$ cat src/rtl/axum_host_arbiter.sv
// Round-robin arbiter sharing one req/gnt/rvalid bus host port among NrHosts hosts.
// Granted host indices are queued in issue order so each response returns to its issuer.
module axum_host_arbiter #(
    parameter int NrHosts        = 2,
    parameter int DataWidth      = 32,
    parameter int AddressWidth   = 32,
    parameter int MaxOutstanding = 2
) (
    input  logic                              clk_i,
    input  logic                              rst_i,
    input  logic [NrHosts-1:0]                host_req_i,
    output logic [NrHosts-1:0]                host_gnt_o,
    input  logic [NrHosts*AddressWidth-1:0]   host_addr_i,
    input  logic [NrHosts-1:0]                host_we_i,
    input  logic [NrHosts*4-1:0]              host_be_i,
    input  logic [NrHosts*DataWidth-1:0]      host_wdata_i,
    output logic [NrHosts-1:0]                host_rvalid_o,
    output logic [NrHosts*DataWidth-1:0]      host_rdata_o,
    output logic [NrHosts-1:0]                host_err_o,
    output logic                              bus_req_o,
    output logic [AddressWidth-1:0]           bus_addr_o,
    output logic                              bus_we_o,
    output logic [3:0]                        bus_be_o,
    output logic [DataWidth-1:0]              bus_wdata_o,
    input  logic                              bus_gnt_i,
    input  logic                              bus_rvalid_i,
    input  logic [DataWidth-1:0]              bus_rdata_i,
    input  logic                              bus_err_i,
    output logic                              spurious_o
);

    localparam int IdxW  = (NrHosts > 1) ? $clog2(NrHosts) : 1;
    localparam int CandW = IdxW + 1;
    localparam int PtrW  = (MaxOutstanding > 1) ? $clog2(MaxOutstanding) : 1;
    localparam int CntW  = $clog2(MaxOutstanding + 1);

    localparam logic [IdxW-1:0]  LastHost  = IdxW'(NrHosts - 1);
    localparam logic [PtrW-1:0]  LastSlot  = PtrW'(MaxOutstanding - 1);
    localparam logic [CntW-1:0]  FullCount = CntW'(MaxOutstanding);
    localparam logic [CandW-1:0] HostCount = CandW'(NrHosts);

    logic [IdxW-1:0]  rr_ptr;
    logic [IdxW-1:0]  lock_idx;
    logic             lock_vld;
    logic [CntW-1:0]  count;
    logic [PtrW-1:0]  rd_ptr;
    logic [PtrW-1:0]  wr_ptr;
    logic             spurious;
    logic [IdxW-1:0]  fifo_q [MaxOutstanding];

    logic [IdxW-1:0]  sel_idx;
    logic             sel_found;
    logic [CandW-1:0] cand;
    logic [IdxW-1:0]  head_idx;
    logic             can_issue;
    logic             hs;
    logic             pop;

    // A locked host keeps the slot until its handshake; otherwise search from rr_ptr.
    always_comb begin
        sel_idx   = rr_ptr;
        sel_found = 1'b0;
        cand      = '0;
        if (lock_vld) begin
            sel_idx   = lock_idx;
            sel_found = host_req_i[lock_idx];
        end else begin
            for (int i = 0; i < NrHosts; i++) begin
                cand = {1'b0, rr_ptr} + CandW'(i);
                if (cand >= HostCount) begin
                    cand = cand - HostCount;
                end
                if (!sel_found && host_req_i[cand[IdxW-1:0]]) begin
                    sel_found = 1'b1;
                    sel_idx   = cand[IdxW-1:0];
                end
            end
        end
    end

    // Full FIFO blocks new requests even when a response pops in the same cycle.
    assign can_issue = (count < FullCount);
    assign bus_req_o = ~rst_i & sel_found & can_issue;
    assign hs        = bus_req_o & bus_gnt_i;
    assign head_idx  = fifo_q[rd_ptr];
    assign pop       = ~rst_i & bus_rvalid_i & (count != '0);

    always_comb begin
        bus_addr_o  = '0;
        bus_we_o    = 1'b0;
        bus_be_o    = '0;
        bus_wdata_o = '0;
        host_gnt_o  = '0;
        for (int h = 0; h < NrHosts; h++) begin
            if (sel_idx == IdxW'(h)) begin
                bus_addr_o    = host_addr_i[h*AddressWidth +: AddressWidth];
                bus_we_o      = host_we_i[h];
                bus_be_o      = host_be_i[h*4 +: 4];
                bus_wdata_o   = host_wdata_i[h*DataWidth +: DataWidth];
                host_gnt_o[h] = hs;
            end
        end
    end

    always_comb begin
        host_rvalid_o = '0;
        host_err_o    = '0;
        for (int h = 0; h < NrHosts; h++) begin
            if (pop && (head_idx == IdxW'(h))) begin
                host_rvalid_o[h] = 1'b1;
                host_err_o[h]    = bus_err_i;
            end
        end
    end

    assign host_rdata_o = {NrHosts{bus_rdata_i}};
    assign spurious_o   = spurious & ~rst_i;

    always_ff @(posedge clk_i or posedge rst_i) begin
        if (rst_i) begin
            rr_ptr   <= '0;
            lock_vld <= 1'b0;
            lock_idx <= '0;
            count    <= '0;
            rd_ptr   <= '0;
            wr_ptr   <= '0;
            spurious <= 1'b0;
        end else begin
            if (hs) begin
                rr_ptr   <= (sel_idx == LastHost) ? '0 : sel_idx + 1'b1;
                lock_vld <= 1'b0;
            end else if (bus_req_o) begin
                lock_vld <= 1'b1;
                lock_idx <= sel_idx;
            end else if (lock_vld && !host_req_i[lock_idx]) begin
                lock_vld <= 1'b0;
            end

            if (hs) begin
                wr_ptr <= (wr_ptr == LastSlot) ? '0 : wr_ptr + 1'b1;
            end
            if (pop) begin
                rd_ptr <= (rd_ptr == LastSlot) ? '0 : rd_ptr + 1'b1;
            end

            case ({hs, pop})
                2'b10:   count <= count + 1'b1;
                2'b01:   count <= count - 1'b1;
                default: count <= count;
            endcase

            if (bus_rvalid_i && (count == '0)) begin
                spurious <= 1'b1;
            end
        end
    end

    // Entry storage carries no reset; validity is tracked by count and the pointers.
    always_ff @(posedge clk_i) begin
        if (hs) begin
            fifo_q[wr_ptr] <= sel_idx;
        end
    end

endmodule

$ cat config.mk
export PLATFORM = sky130hd
export DESIGN_NAME = axum_host_arbiter
export DESIGN_NICKNAME = d
export VERILOG_FILES = /design/src/rtl/axum_host_arbiter.sv
export SDC_FILE = /design/constraint.sdc
export NUM_CORES = 1
export LEC_CHECK = 0
export CORE_AREA = 3 3 122 124
export CTS_CLUSTER_SIZE = 20
export DETAILED_ROUTE_END_ITERATION = 16
export DIE_AREA = 0 0 125 127
export GPL_ROUTABILITY_DRIVEN = 0
export PLACE_DENSITY = 0.59
export SYNTH_ARGS = -nofsm -noshare
export SYNTH_HDL_FRONTEND = slang
export SYNTH_SLANG_ARGS = --single-unit
$ cat constraint.sdc
create_clock -name clk_i -period 2.09 [get_ports clk_i]
set_input_delay 0.209 -clock clk_i [delete_from_list [all_inputs] [get_ports clk_i]]
set_output_delay 0.209 -clock clk_i [all_outputs]
set_load 0.03 [all_outputs]
==> impl_metrics.toml <==
# physical design summary
[logic_synthesis]
ys_sh_adder = 0.00532
synth.avg_cell_area_sq_um = 9.42
top_cells_by_area = "mux2_2 39%, buf_4 26%, dfrtp_1 11%, mux2_1 3.6%, edfxtp_1 3.2%"
syn_area_sq_um = 1880
async_reset_ff_frac = 0.800
yosysMostFrequentCell = "buf_4"
yosysUniqueCellTypes = 27
yosysSeqAreaShare = 0.138
ys_ff = 10
aoi_share = 0.0478
ys_cells = 200
netlist.area_leader.share = 0.389
edf_count = 2
yosys_area_sq_um = 1880
ys_sh_xor = 0.00930
syn-num-nets = 377
largest_area_cell = "mux2_2"
synthCells = 200
simple_gate_share = 0.0631
ys_top_logic_family = "multiplexers"
yosysWarnings = 0

[worst_setup_path]
startpoint_type = "flop"
path_cells = "maj3_2 > o21ai_4 > buf_8 > buf_16 > buf_6 > mux2_4 > buf_6"
slowest_stage = "dfrtp_1"
critPathBufInv = 4
crit_arrival_ps = 2040
crit_path_end_kind = "output pin"
cp-endpoint = "bus_wdata_o[4]"
max_stage_delay_ps = 390
startpoint = "rr_ptr"
cp_top_family = "buffers and inverters"
crit_type = "flop to output pin"
r2r.worst_path.cells = 6
crit_required_ps = 1880
path_max_fanout = 5
r2r-end = "lock_idx"
timing.rr.start = "rr_ptr"
crit_cells = 7
rrSetupSlack_ps = 350

[power_and_ir_drop]
clockPowerShare = 0.057
p_switching_uw = 2520
clock_net_power_uw = 344
power_uw = 6000
pg_comb_uw = 5310
power.internal_uw = 3480
p_seq_frac = 0.058
peakVddDrop_mv = 0.377
sw_frac_of_total = 0.421
powerDensity_nw_per_um2 = 1290
leakagePower_uw = 0.00208
pg_seq_uw = 348

[clock_tree]
cts_setup_buffers = 14
ctsHoldBuffers = 0
clock-root-buffer = "clkbuf_16"
clk_pin_slew_worst_paths_ps = 40
cts_resized = 423
clockBufferDepth = 2
cts_tree = "yes"
ctsHtreeMaxLevel = 1
clk_latency_ps = 240
cts_num_sinks = 10

[final_layout]
logic_area_sq_um = 1290
final_cell_area_sq_um = 4670
buffers = 259
clkbuf_count = 4
fillCellCount = 1390
final_cells = 571
final-nonclk-buf-share = 0.600
logic_gates = 115
final_nets = 569
syn2layout_area_growth_pct = 148
final-clk-cell-share = 0.0169
largest_cell_class = "non-clock buffers"
reg_top3 = "count: 2 flops, fifo_q: 2 flops"
final_core_utilization = 0.336
drive_above_1_share = 0.494
num_antenna_cells = 0
ff_latch_area_sq_um = 260
comb_share = 0.276
ff_count = 10
layout_top_cells = "143 x clkdlybuf4s50_1, 70 x buf_6, 60 x mux2_4"

[floorplanning]
dieArea_sq_um = 15900
fp.dieW_um = 125
die_h_um = 127
core_util_floorplan = 0.136

[route]
top_layer = "met4"
routedWlPerCell_um = 17.6
route.detailed.drc = 0
wl_met1_um = 3950
viasPerCell = 3.80
wl_met3_um = 892
routed_wl_um = 10100

[global_route]
antenna_found_initial = 0
grt_use_total = 0.113
gr-total-overflow = 0
grt_pass1_vias = 2329
grt_pass1_wl_um = 13900
grt_max_degree = 13
use_met1 = 0.135

[placed_design]
place_hpwl_um = 7360
io_buffers = 221
dpl_cell_area_sq_um = 3850

[job]
drv_cap = 0

[sta]
hold_viol = 0
max_freq_mhz = 445
maxSlewHeadroom = 0.742
worst_pin_slew_ps = 383
worst_slack_ps = -159
setup_viol = 69
final.min_clock_period_ps = 2250
fin_skew_ps = 2.14
rsz0062_at_grt = "yes"
holdWs_ps = 409
tns_ps = -6940
slew_viol_final = 0
period_used_share = 1.08

[worst_hold_path]
min_path_type = "input pin to asynchronous set/reset pin"

[status]
status = "complete, but fails checks"
violations = "setup timing"
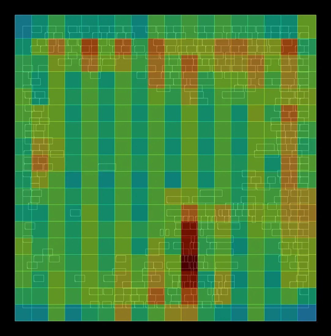
*Track usage over the die*
GR Layer Usage met2: 0.196
global route hottest layer: met2
grt met3 use: 0.0284

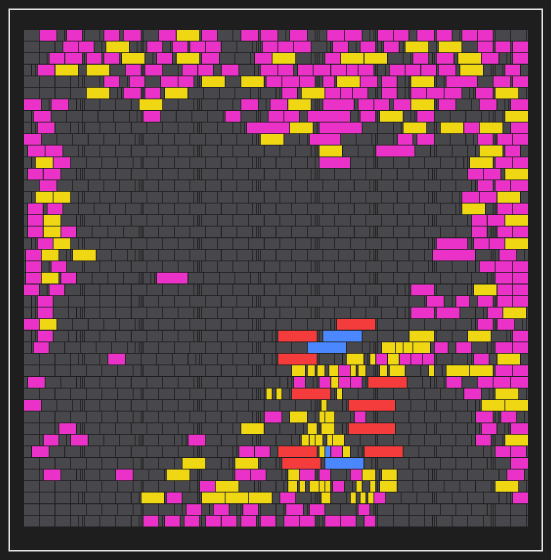
*Cells coloured by class*
Fill, decap, tap and diode cells in grey.
all other logic -> yellow  # cells 118, share of their area 29%
flip-flops -> red  # cells 10, share of their area 5.9%
other buffers and delay cells -> magenta  # cells 259, share of their area 63%
clock drivers and dummy loads -> blue  # cells 4, share of their area 1.8%
row cnt: 43
sequential share of cell area: 0.0558
core area: 13900 sq um

